$ cat config.mk
export PLATFORM = sky130hd
export DESIGN_NAME = conv_accumulator
export DESIGN_NICKNAME = d
export VERILOG_FILES = /design/src/rtl/cnn_pkg.sv /design/src/rtl/conv_requant.sv /design/src/rtl/conv_accumulator.sv
export SDC_FILE = /design/constraint.sdc
export NUM_CORES = 1
export LEC_CHECK = 0
export CAP_MARGIN = 10
export CORE_MARGIN = 1
export CORE_UTILIZATION = 36
export CTS_BUF_LIST = sky130_fd_sc_hd__clkbuf_16
export CTS_CLUSTER_DIAMETER = 100
export DETAILED_ROUTE_END_ITERATION = 6
export PLACE_DENSITY = 0.63
export SLEW_MARGIN = 10
export SYNTH_ARGS = -nofsm -noshare
export SYNTH_HDL_FRONTEND = slang
export SYNTH_SLANG_ARGS = --single-unit
$ cat constraint.sdc
create_clock -name clk -period 3.5 [get_ports clk]
set_clock_uncertainty 0.2 [all_clocks]
set_input_delay 0.7 -clock clk [delete_from_list [all_inputs] [get_ports clk]]
set_output_delay 0.7 -clock clk [all_outputs]
set_load 0.02 [all_outputs]
$ cat src/rtl/cnn_pkg.sv
`default_nettype none
// ============================================================================
//  Module      : cnn_pkg
//  Description : Shared definitions for the conv datapath stages: default
//                operand/tap constants, accumulator state encodings and a
//                constant-foldable ceil(log2) helper.
//  Revision    : 1.0  initial release
// ============================================================================
package cnn_pkg;

  // Defaults shared with the multiplier and line-buffer stages.
  localparam int CNN_BIT_SIZE = 8;
  localparam int CNN_NUM_TAPS = 9;

  // Accumulator state encodings.
  localparam logic [1:0] ST_IDLE  = 2'd0;
  localparam logic [1:0] ST_ACCUM = 2'd1;
  localparam logic [1:0] ST_HOLD  = 2'd2;

  typedef enum logic [1:0] {
    S_IDLE  = ST_IDLE,
    S_ACCUM = ST_ACCUM,
    S_HOLD  = ST_HOLD
  } acc_state_e;

  // ceil(log2(value)); returns 0 for value <= 1.
  function automatic int cnn_clog2(input int value);
    int r;
    r = 0;
    for (int i = 0; i < 31; i++) begin
      if ((1 << i) < value) r = i + 1;
    end
    return r;
  endfunction

endpackage : cnn_pkg
`default_nettype wire

$ cat src/rtl/conv_requant.sv
`default_nettype none
// ============================================================================
//  Module      : conv_requant
//  Description : Combinational requantizer. Arithmetic (floor) right shift of
//                the accumulator by OUT_SHIFT, optional ReLU, then signed
//                saturation to OUT_WIDTH bits.
//  Config      : CONV_ACC_RELU_EN - negative shifted values forced to zero
//                before saturation (sat then only flags positive overflow).
//  Ports       : acc_in   [ACC_WIDTH-1:0]  signed accumulator value
//                out_data [OUT_WIDTH-1:0]  signed requantized value
//                sat                       value was clamped
//  Revision    : 1.0  initial release
// ============================================================================
module conv_requant #(
  parameter int ACC_WIDTH = 21,
  parameter int OUT_SHIFT = 4,
  parameter int OUT_WIDTH = 8
) (
  input  logic [ACC_WIDTH-1:0] acc_in,
  output logic [OUT_WIDTH-1:0] out_data,
  output logic                 sat
);

  localparam logic [OUT_WIDTH-1:0] OUT_MAX = {1'b0, {(OUT_WIDTH-1){1'b1}}};
  localparam logic [OUT_WIDTH-1:0] OUT_MIN = {1'b1, {(OUT_WIDTH-1){1'b0}}};

  logic signed [ACC_WIDTH-1:0] w_shifted;
  logic        [ACC_WIDTH-1:0] w_t;
  logic                        w_fits;

  assign w_shifted = $signed(acc_in) >>> OUT_SHIFT;

`ifdef CONV_ACC_RELU_EN
  assign w_t = w_shifted[ACC_WIDTH-1] ? '0 : w_shifted;
`else
  assign w_t = w_shifted;
`endif

  // The value fits when every bit above the output sign bit is a copy of it.
  assign w_fits = (&w_t[ACC_WIDTH-1:OUT_WIDTH-1]) | ~(|w_t[ACC_WIDTH-1:OUT_WIDTH-1]);

  always_comb begin
    out_data = w_t[OUT_WIDTH-1:0];
    sat      = 1'b0;
    if (!w_fits) begin
      sat      = 1'b1;
      out_data = w_t[ACC_WIDTH-1] ? OUT_MIN : OUT_MAX;
    end
  end

endmodule : conv_requant
`default_nettype wire

$ cat src/rtl/conv_accumulator.sv
`default_nettype none
// ============================================================================
//  Module      : conv_accumulator
//  Description : Sums NUM_TAPS signed products of one kernel window onto a
//                preloaded bias, requantizes the total (shift + saturate) and
//                presents one result per window on a valid/ready handshake.
//  Config      : CONV_ACC_RELU_EN - output clamped at zero from below.
//  Ports       : clk, reset (async, active-high)
//                start/start_ready/bias    window start with bias preload
//                prod_in/prod_valid/in_ready  product input
//                out_data/out_valid/out_ready/out_sat  result handshake
//                abort                     pulse when start restarts a
//                                          partially accumulated window
//  Revision    : 1.0  initial release
// ============================================================================
module conv_accumulator
  import cnn_pkg::*;
#(
  parameter int BIT_SIZE  = CNN_BIT_SIZE,
  parameter int NUM_TAPS  = CNN_NUM_TAPS,
  parameter int ACC_WIDTH = 2*BIT_SIZE + cnn_clog2(NUM_TAPS) + 1,
  parameter int OUT_SHIFT = 4,
  parameter int OUT_WIDTH = 8
) (
  input  logic                  clk,
  input  logic                  reset,
  input  logic                  start,
  output logic                  start_ready,
  input  logic [2*BIT_SIZE-1:0] bias,
  input  logic [2*BIT_SIZE-1:0] prod_in,
  input  logic                  prod_valid,
  output logic                  in_ready,
  output logic [OUT_WIDTH-1:0]  out_data,
  output logic                  out_valid,
  input  logic                  out_ready,
  output logic                  out_sat,
  output logic                  abort
);

  localparam int PROD_W = 2*BIT_SIZE;
  localparam int EXT_W  = ACC_WIDTH - PROD_W;
  localparam int CNT_W  = (cnn_clog2(NUM_TAPS + 1) < 1) ? 1 : cnn_clog2(NUM_TAPS + 1);
  localparam logic [CNT_W-1:0] TAP_LAST = CNT_W'(NUM_TAPS - 1);

  acc_state_e             state_q,     state_d;
  logic [ACC_WIDTH-1:0]   acc_q,       acc_d;
  logic [CNT_W-1:0]       tap_cnt_q,   tap_cnt_d;
  logic [OUT_WIDTH-1:0]   out_data_q,  out_data_d;
  logic                   out_valid_q, out_valid_d;
  logic                   out_sat_q,   out_sat_d;
  logic                   abort_q,     abort_d;

  logic [ACC_WIDTH-1:0]   w_bias_ext;
  logic [ACC_WIDTH-1:0]   w_prod_ext;
  logic [ACC_WIDTH-1:0]   w_acc_sum;
  logic [OUT_WIDTH-1:0]   w_rq_data;
  logic                   w_rq_sat;

  assign w_bias_ext = {{EXT_W{bias[PROD_W-1]}}, bias};
  assign w_prod_ext = {{EXT_W{prod_in[PROD_W-1]}}, prod_in};
  assign w_acc_sum  = acc_q + w_prod_ext;

  // Requantize the running sum including the current product so the final
  // result can be registered on the same edge that accepts the last tap.
  conv_requant #(
    .ACC_WIDTH (ACC_WIDTH),
    .OUT_SHIFT (OUT_SHIFT),
    .OUT_WIDTH (OUT_WIDTH)
  ) u_requant (
    .acc_in   (w_acc_sum),
    .out_data (w_rq_data),
    .sat      (w_rq_sat)
  );

  always_comb begin
    state_d     = state_q;
    acc_d       = acc_q;
    tap_cnt_d   = tap_cnt_q;
    out_data_d  = out_data_q;
    out_valid_d = out_valid_q;
    out_sat_d   = out_sat_q;
    abort_d     = 1'b0;

    case (state_q)
      S_IDLE: begin
        if (start) begin
          acc_d     = w_bias_ext;
          tap_cnt_d = '0;
          state_d   = S_ACCUM;
        end
      end

      S_ACCUM: begin
        if (start) begin
          // Restart wins over a coincident product; the product is dropped.
          acc_d     = w_bias_ext;
          tap_cnt_d = '0;
          abort_d   = (tap_cnt_q != '0);
        end else if (prod_valid) begin
          acc_d = w_acc_sum;
          if (tap_cnt_q == TAP_LAST) begin
            tap_cnt_d   = '0;
            out_data_d  = w_rq_data;
            out_sat_d   = w_rq_sat;
            out_valid_d = 1'b1;
            state_d     = S_HOLD;
          end else begin
            tap_cnt_d = tap_cnt_q + CNT_W'(1);
          end
        end
      end

      S_HOLD: begin
        if (out_ready) begin
          out_valid_d = 1'b0;
          if (start) begin
            acc_d     = w_bias_ext;
            tap_cnt_d = '0;
            state_d   = S_ACCUM;
          end else begin
            state_d = S_IDLE;
          end
        end
      end

      default: state_d = S_IDLE;
    endcase
  end

  always_ff @(posedge clk or posedge reset) begin
    if (reset) begin
      state_q     <= S_IDLE;
      acc_q       <= '0;
      tap_cnt_q   <= '0;
      out_data_q  <= '0;
      out_valid_q <= 1'b0;
      out_sat_q   <= 1'b0;
      abort_q     <= 1'b0;
    end else begin
      state_q     <= state_d;
      acc_q       <= acc_d;
      tap_cnt_q   <= tap_cnt_d;
      out_data_q  <= out_data_d;
      out_valid_q <= out_valid_d;
      out_sat_q   <= out_sat_d;
      abort_q     <= abort_d;
    end
  end

  assign in_ready    = (state_q == S_ACCUM);
  assign start_ready = (state_q != S_HOLD) || out_ready;
  assign out_data    = out_data_q;
  assign out_valid   = out_valid_q;
  assign out_sat     = out_sat_q;
  assign abort       = abort_q;

endmodule : conv_accumulator
`default_nettype wire

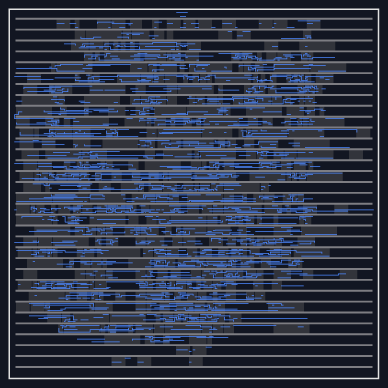
*M1 wires*
(4 px per um) Supply wires on this layer in gray.
wire length on this layer = 4,040 um
longest straight run = 49.7 um
share of all routed wire = 44%

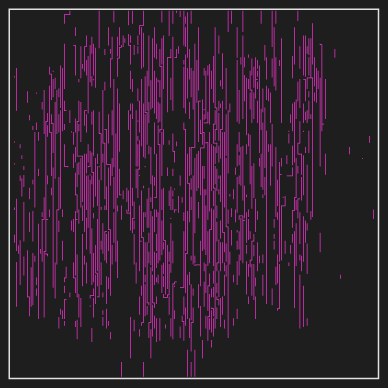
*Met2 routing*
(4 px per um)
wire length on this layer = 4,630 um
main direction = vertical
wirelength, routed: 9180 um
GR Util met2: 37.3%

==> per-stage QoR <==
step | utilization [%] | hold slack [ns] | setup slack [ns] | power, mW
after floorplan | - | 0.254 | 0.00602 | 1.50
after global placement | 50.6 | 0.279 | -0.582 | 2.16
after detailed placement | 50.6 | 0.290 | -0.712 | 2.20
after CTS | 54.0 | 0.310 | 0.00784 | 2.87
after global routing | 57.6 | 0.333 | -0.0488 | 3.32
final | 57.6 | 0.309 | 0.00331 | 3.13
==> state kept, by name (all words and copies together) (netlist names) <==
name	flops
out_sat	1
out_data	8
tap_cnt_q	4
acc_q	21
out_valid	1
state_q	2
abort	1
==> cells by family (layout without fill, tap and decap cells) <==
logic type / after synthesis / count (layout)
DFF: 38 / 38
AOI/OAI and AO/OA: 118 / 118
adders and majority gates: 23 / 23
xor gates and xnor gates: 18 / 18
muxes: 3 / 3
and+or+nand+nor: 132 / 132
buffers and inverters: 25 / 135
==> critical path: stages <==
cell and delay, ns:
clkbuf_2 0.08, ha_2 0.18, fa_2 0.37, a21oi_4 0.19
nor2_2 0.07, o2111a_2 0.25, or2_4 0.25, o311a_4 0.38
nor4_4 0.28, nand4b_1 0.23, o21ai_4 0.23, buf_12 0.15
a22oi_2 0.08
==> final timing paths <==
kind	from	endpoint	slack (ns)	depth (start not counted)
setup / recovery	prod_in[0]	out_data[0]	0.003	13
hold / removal	acc_q[19]	acc_q[19]	0.31	1
setup reg to reg	acc_q[0]	out_data[0]	0.10	12
hold reg to reg	acc_q[19]	acc_q[19]	0.31	1
max in group asynchronous	reset	acc_q[19]	2.10	3
min in group asynchronous	reset	out_data[0]	0.64	3
==> layout by cell type, fill, tap and decap left out, drive strengths merged, types with 10 or more instances in the layout <==
cell            n
ha             22
o21ai          24
dfrtp          38
clkdlybuf4s50  41
nand2          57
buf            69
a21oi          28
xnor2          10
nor2           36
a31oi          20
==> report_power, final <==
group	total (mW)	internal (mW)	switching, mW
sequential	0.595	0.526	0.0689
clock	0.609	0.410	0.199
combinational	1.93	0.966	0.960
total	3.13	1.90	1.23
==> area by class of cell <==
cell class	instances	share of cell area, %
Tap cell	102	2.85
Clock buffer	5	2.80
Inverter	9	0.755
Multi-Input combinational cell	294	48.0
Clock inverter	3	1.54
Sequential cell	38	21.3
Timing Repair Buffer	118	22.8
==> layer usage <==
metal / share of wire, % / GRT usage (%)
met5: 0 / 0
met4: 1.3 / 6.38
met3: 4.2 / 3.40
met2: 50 / 37.3
met1: 44 / 27.3
==> what timing repair did <==
item | in CTS | in global routing
gates resized | 16 | 40
endpoints found under the setup margin | 8 | 8
pin swaps | 14 | 19
buffers inserted | 1 | 8
gates cloned | 0 | 0
==> reports/qor.yml <==
logic_synthesis:
  most_common_cell: "nand2_1"
  ys_warn_count: 0
  synth.largest_area_cell: "dfrtp_1"
  synth.top_cell.area_share_pct: 32.6
  top_cells_by_count: "57 x nand2_1, 38 x dfrtp_1, 36 x nor2_1"
  synth_cell_types: 51
  fp_nets: 417
  topCellsByArea: "dfrtp_1 33%, ha_1 9.5%, nand2_1 7.3%"
  ys_cells: 357
  netlist_instances: 357
  synth-xor-area-share_pct: 5.41
  compound_area_share_pct: 26.8
  ys_top_logic_family: "AND-OR/OR-AND gates"
  ys_chip_area_um2: 2910
  synthArstFlopShare_pct: 100
  edf_count: 0
  ys_seq_share_pct: 32.6
  ys.flop_type: "dfrtp_1"
  ys.flops: 38
  syn_avg_cell_area_um2: 8.16
  synth_area_um2: 2910
critical_path:
  critPathLaunchType: "input port"
  cp_max_fo: 7
  critPathKind: "input port to flop"
  end_kind: "flop"
  required_ns: 3.45
  arrival_ns: 3.45
placement:
  dpl.hpwl_um: 6550
  gp_congestion: 0.870
  place_area_um2: 3930
  portBuffers: 49
  dp_cells: 553
die:
  rows: 32
  ios: 50
  fp-utilization_pct: 37.5
  die-area_um2: 8450
  core_um2: 7770
  die_h_um: 92.0
  die_width_um: 92.0
routing:
  drt-vias-per-instance: 5.37
  route.vias.total: 3056
  wire_per_inst_um: 16.1
  drt-initial-drc-count: 181
  drc_errors: 0
  first_pass_iters: 4
  antenna_left: 0
pwr:
  peakVddDrop_uv: 474
  power_density_nw_per_um2: 700
  power_leakage_nw: 2.00
global_route:
  grt_max_degree: 39
  grt_pass1_wl_um: 14400
  first_global_vias: 3057
  grtUsageTotal_pct: 21.5
  grt_overflow: 0
  antenna_found_initial: 0
sta:
  finalSetupViolCount: 0
  period_needed_ns: 3.50
  hold_viol: 0
  slew_violations: 0
  timing.final.crit_share_pct: 99.9
  tns_ns: 0
  tightest_slew_ns: 0.511
  fmax_mhz: 286
  max_slew_margin_pct: 66.0
clock_network:
  cts_buffer_depth: 2
  clk_latency_ns: 0.28
  cts_tree: "built"
  htreeDepth: 2
  holdBufCountCts: 0
  clkTransAtPathRegs_ns: 0.07
  cts.sinks: 38
  cts_root_buffer: "clkbuf_16"
  cts_buffers: 5
final_layout:
  instances_no_fill: 569
  drive_above_1_share_pct: 27.0
  fillers: 681
  antennaDiodeCount: 0
  syn2layout_area_growth_pct: 53.6
  layout.area.comb_um2: 2150
  num-nets-final: 526
  layout.area.seq_um2: 951
  fin_area_um2: 4470
hold_path:
  hp-class: "flop to flop"
run_status:
  status: "completed"
job:
  maxCapViolCount: 0
  warning_count: 27
No activity file was given, so power comes from the tool's default toggle rates.
